--- src/rtl/truth_table_sweeper.sv ---
// truth_table_sweeper: walks every input row of an N_IN-input Boolean function.
// Each row is held for SETTLE cycles and then the implementation outputs are sampled.
// The sweep captures the truth table from f_in[0] and flags rows where the
// implementations disagree with each other or with the latched expected table.
module truth_table_sweeper #(
  parameter int N_IN   = 3,
  parameter int N_IMPL = 3,
  parameter int SETTLE = 2
) (
  input  logic                 clk,
  input  logic                 rst,
  input  logic                 start,
  input  logic [2**N_IN-1:0]   exp_tt,
  output logic [N_IN-1:0]      stim,
  input  logic [N_IMPL-1:0]    f_in,
  output logic                 busy,
  output logic                 done,
  output logic [2**N_IN-1:0]   minterms,
  output logic [N_IN:0]        mismatch_cnt,
  output logic [N_IN-1:0]      first_bad_idx,
  output logic                 first_bad_vld,
  output logic                 pass
);

  localparam int ROWS = 2**N_IN;
  localparam int CW   = (SETTLE > 1) ? $clog2(SETTLE) : 1;

  typedef enum logic [1:0] {S_IDLE, S_DRIVE, S_DONE} state_t;

  state_t               r_state;
  state_t               w_next;
  logic [CW-1:0]        r_settle;
  logic [N_IN-1:0]      r_stim;
  logic [ROWS-1:0]      r_exp;
  logic [ROWS-1:0]      r_minterms;
  logic [N_IN:0]        r_mm_cnt;
  logic [N_IN-1:0]      r_first_idx;
  logic                 r_first_vld;
  logic                 r_pass;

  logic                 w_start;
  logic                 w_sample;
  logic                 w_last;
  logic                 w_row_fail;
  logic [N_IN:0]        w_cnt_next;

  // A start is taken from IDLE, and also on the DONE cycle so that a start held
  // high launches the next sweep back-to-back with the previous one.
  assign w_start    = start && ((r_state == S_IDLE) || (r_state == S_DONE));
  assign w_sample   = (r_state == S_DRIVE) && (r_settle == CW'(SETTLE - 1));
  assign w_last     = w_sample && (r_stim == N_IN'(ROWS - 1));
  assign w_row_fail = (f_in != {N_IMPL{f_in[0]}}) || (f_in[0] != r_exp[r_stim]);
  assign w_cnt_next = r_mm_cnt + (N_IN + 1)'(w_row_fail);

  // State register
  always_ff @(posedge clk) begin
    if (rst) r_state <= S_IDLE;
    else     r_state <= w_next;
  end

  // Next-state logic
  always_comb begin
    w_next = r_state;
    case (r_state)
      S_IDLE:  if (w_start) w_next = S_DRIVE;
      S_DRIVE: if (w_last)  w_next = S_DONE;
      S_DONE:  w_next = w_start ? S_DRIVE : S_IDLE;
      default: w_next = S_IDLE;
    endcase
  end

  // Status outputs decoded from the current state
  always_comb begin
    busy = 1'b0;
    done = 1'b0;
    case (r_state)
      S_DRIVE: busy = 1'b1;
      S_DONE:  done = 1'b1;
      default: ;
    endcase
  end

  // Row stepping, settle counting and result accumulation
  always_ff @(posedge clk) begin
    if (rst) begin
      r_settle    <= '0;
      r_stim      <= '0;
      r_exp       <= '0;
      r_minterms  <= '0;
      r_mm_cnt    <= '0;
      r_first_idx <= '0;
      r_first_vld <= 1'b0;
      r_pass      <= 1'b0;
    end else if (w_start) begin
      r_settle    <= '0;
      r_stim      <= '0;
      r_exp       <= exp_tt;
      r_minterms  <= '0;
      r_mm_cnt    <= '0;
      r_first_idx <= '0;
      r_first_vld <= 1'b0;
      r_pass      <= 1'b0;
    end else if (w_sample) begin
      r_settle             <= '0;
      r_minterms[r_stim]   <= f_in[0];
      r_mm_cnt             <= w_cnt_next;
      if (w_row_fail && !r_first_vld) begin
        r_first_idx <= r_stim;
        r_first_vld <= 1'b1;
      end
      if (w_last) begin
        r_stim <= '0;
        r_pass <= (w_cnt_next == '0);
      end else begin
        r_stim <= r_stim + 1'b1;
      end
    end else if (r_state == S_DRIVE) begin
      r_settle <= r_settle + 1'b1;
    end
  end

  assign stim          = r_stim;
  assign minterms      = r_minterms;
  assign mismatch_cnt  = r_mm_cnt;
  assign first_bad_idx = r_first_idx;
  assign first_bad_vld = r_first_vld;
  assign pass          = r_pass;

endmodule

--- config.mk ---
export PLATFORM = sky130hd
export DESIGN_NAME = truth_table_sweeper
export DESIGN_NICKNAME = d
export VERILOG_FILES = /design/src/rtl/truth_table_sweeper.sv
export SDC_FILE = /design/constraint.sdc
export NUM_CORES = 1
export LEC_CHECK = 0
export ABC_CLOCK_PERIOD_IN_PS = 2600
export CAP_MARGIN = 5
export CELL_PAD_IN_SITES_DETAIL_PLACEMENT = 0
export CELL_PAD_IN_SITES_GLOBAL_PLACEMENT = 2
export CORE_UTILIZATION = 25
export CTS_BUF_LIST = sky130_fd_sc_hd__clkbuf_4 sky130_fd_sc_hd__clkbuf_8
export DETAILED_ROUTE_END_ITERATION = 12
export PLACE_DENSITY = 0.72
export SKIP_LAST_GASP = 1
export SLEW_MARGIN = 0
export SYNTH_ARGS = -nofsm -noshare
export SYNTH_HDL_FRONTEND = slang
export SYNTH_SLANG_ARGS = --single-unit
--- constraint.sdc ---
create_clock -name clk -period 2.6 [get_ports clk]
set_input_delay 0.52 -clock clk [delete_from_list [all_inputs] [get_ports clk]]
set_output_delay 0.52 -clock clk [all_outputs]
set_load 0.02 [all_outputs]
Gate-type map:
The bar under the picture is 20 um long.
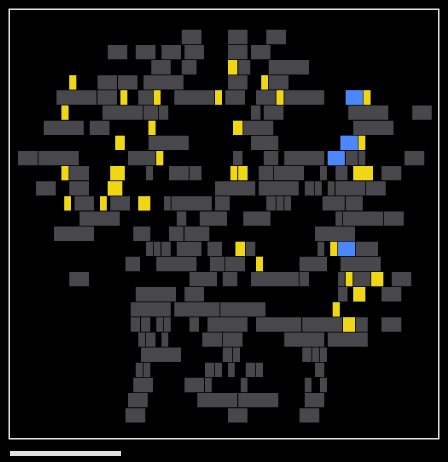
legend:
  blue:
    family: xor and xnor cells
    cells: 4
  yellow:
    family: nor cells
    cells: 31

Placement view:
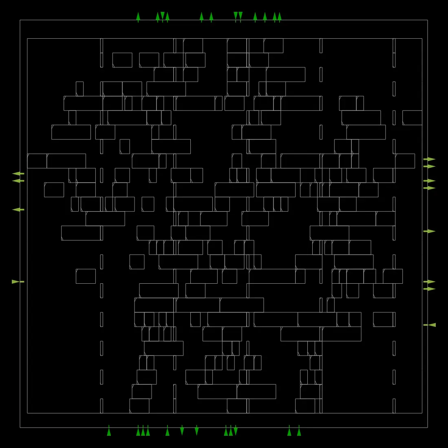
post-layout instance count excluding filler cells: 265
standard-cell rows: 26
Filler Cells Inserted: 565

==> Changelog: implementation <==
### Changed

* DPL Wire Length at 2300 um
* Tightest Hold Check Type: flop to flop
* Crit share post-route at a little over nine tenths
* Antenna cell count at 0
* Number of cells on the worst hold path at 2
* Final count of hold timing violations at 0
* Critical path's top delay family: multiplexers
* Seq/total area at 32.2%
* Clk pin slew, worst setup/hold paths at 60 ps
* Post-CTS setup-driven buffer insertion count at 0
* Final routed wirelength across all metal layers at 3130 um
* Area fraction in mux cells at roughly 14%
* NetSw at between 200 and 250 uW
* Commonest cells after routing, fill and taps aside: clkdlybuf4s50_1 (35), dfxtp_1 (30), nand2_1 (29)
* Area used by multi-input combinational logic at 734 sq um
* Area enclosed by the die boundary at a little under 6000 sq um
* Sequential element share of the synthesized area at between 40% and 50%
* Post-route minimum period at between 2000 and 3000 ps
* Signed area change from the synthesized netlist to the final layout at 38.2%
* WP buf/inv at 0
* Instance count after placement with tap cells included at 255
* Number of non-clock buffers in the layout at 43
* Synthesized instance count at 154
* Met3 track demand over resource in global routing at 3.45%
* Top cell by count, worst path: ha_2
* Global-route wire length before repair at ~5200 um
* Number of warnings reported in the yosys synthesis log at 0
* Floorplan core area at 5270 sq um
* Most instantiated library cell after synthesis: dfxtp_1
* Grt peak-use layer: met2
* Final global-route overflow total at 0
* Clock buffer count in the final layout at 5
* Net count entering floorplan at between 150 and 200
* FF-to-FF Start: stim[0]$_SDFFE_PP0P_
* Flip-flop and latch count at 31
* CTS H-tree lvls at 2
* Worst Max-Slew Pin Slew at between 500 and 600 ps
* RSZ-0062 raised after global routing: true
* R2r worst-path depth at 7
* Top cells by area: dfxtp_1 (44%), mux2i_1 (8.6%), nand2_1 (7.8%)
* Wire length on met2 at 1550 um
* Cell variety after synth at 29
* Slowest Stage Delay on Critical Path at 530 ps
* CTS tree: built
* Commonest Layout Cell: clkdlybuf4s50_1
* Area fraction of clock buffers and clock inverters at between 4 and 5%
* Vias after detailed routing at 1,163
* Area of all placed cells without fillers at 1940 sq um
* Number of antenna violations at the first check in global routing at 0
* Placer's final routability congestion estimate at 0.773
* CTS resizes at 0
* Max-Slew Margin vs Limit at 61.9%
* Share of cells above drive strength 1 at 14.9%
* Synth flops at 31
* Vias in the first global route at about 1,100
* CP max FO at 3
* Boundary pin count at 36
* Max clock buf depth at 2
* Non-clk buf share at 21.1%
* Post-route DRC at 0
* Main combinational cell family by area after synthesis: simple AND/OR/NAND/NOR gates
* Area of the mapped netlist at 1400 sq um
* Register cell area after layout at about 620 sq um
* Xor/xnor share at 2.50%
* Multi-input gate count at 113
* Type of element capturing the critical path: flop
* Insertion delay at the late pin of the worst-skew pair at 280 ps
* Hold Startpoint: r_exp[5]$_SDFFE_PP0P_
* Power Internal at 713 uW
* Seq group at 493 uW
* IO buf count at 35
* Root buf cell: clkbuf_8
* Fp_density at 26.6%
* Initial DRC count at 35
* Stages on the worst setup path at 7
* Biggest power consumer among the groups: registers
* Net count, final at roughly 210
* Cell type taking the most area: logic gates
* TritonCTS Buffers at 5
* FF-to-FF setup slack at approximately 60 ps
* Reg power frac at about 53%
* Wire length the detailed router placed on met1 at around 1400 um
* Worst VDD drop at between 0.00015 and 0.0002 V
* Status: finished clean
* Final number of setup-violating endpoints at 0
* Fraction of power consumed by the clock network at 38.1%
* Critical path cell sequence: mux4_2, mux2i_4, mux2i_2, ha_2, ha_2, or4_4, a21oi_2
Cells coloured by class:
The bar under the picture is 20 um long. Fill, decap, tap and diode cells in grey.
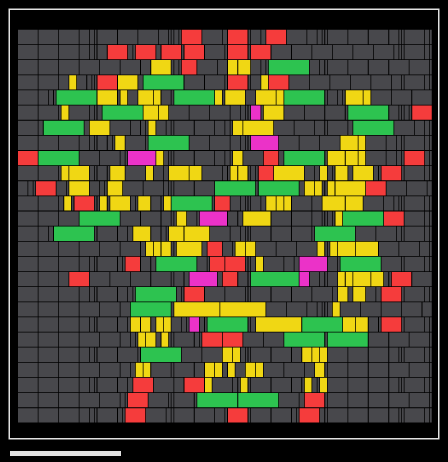
legend:
  green:
    class: registers
    cells: 31
    share_of_their_area: 34%
  red:
    class: remaining buffers and delay cells
    cells: 43
    share_of_their_area: 22%
  magenta:
    class: clock drivers and dummy loads
    cells: 8
    share_of_their_area: 4.5%
  yellow:
    class: remaining logic cells
    cells: 113
    share_of_their_area: 40%

Power figures rest on the tool's default switching activity, not on a simulated workload.
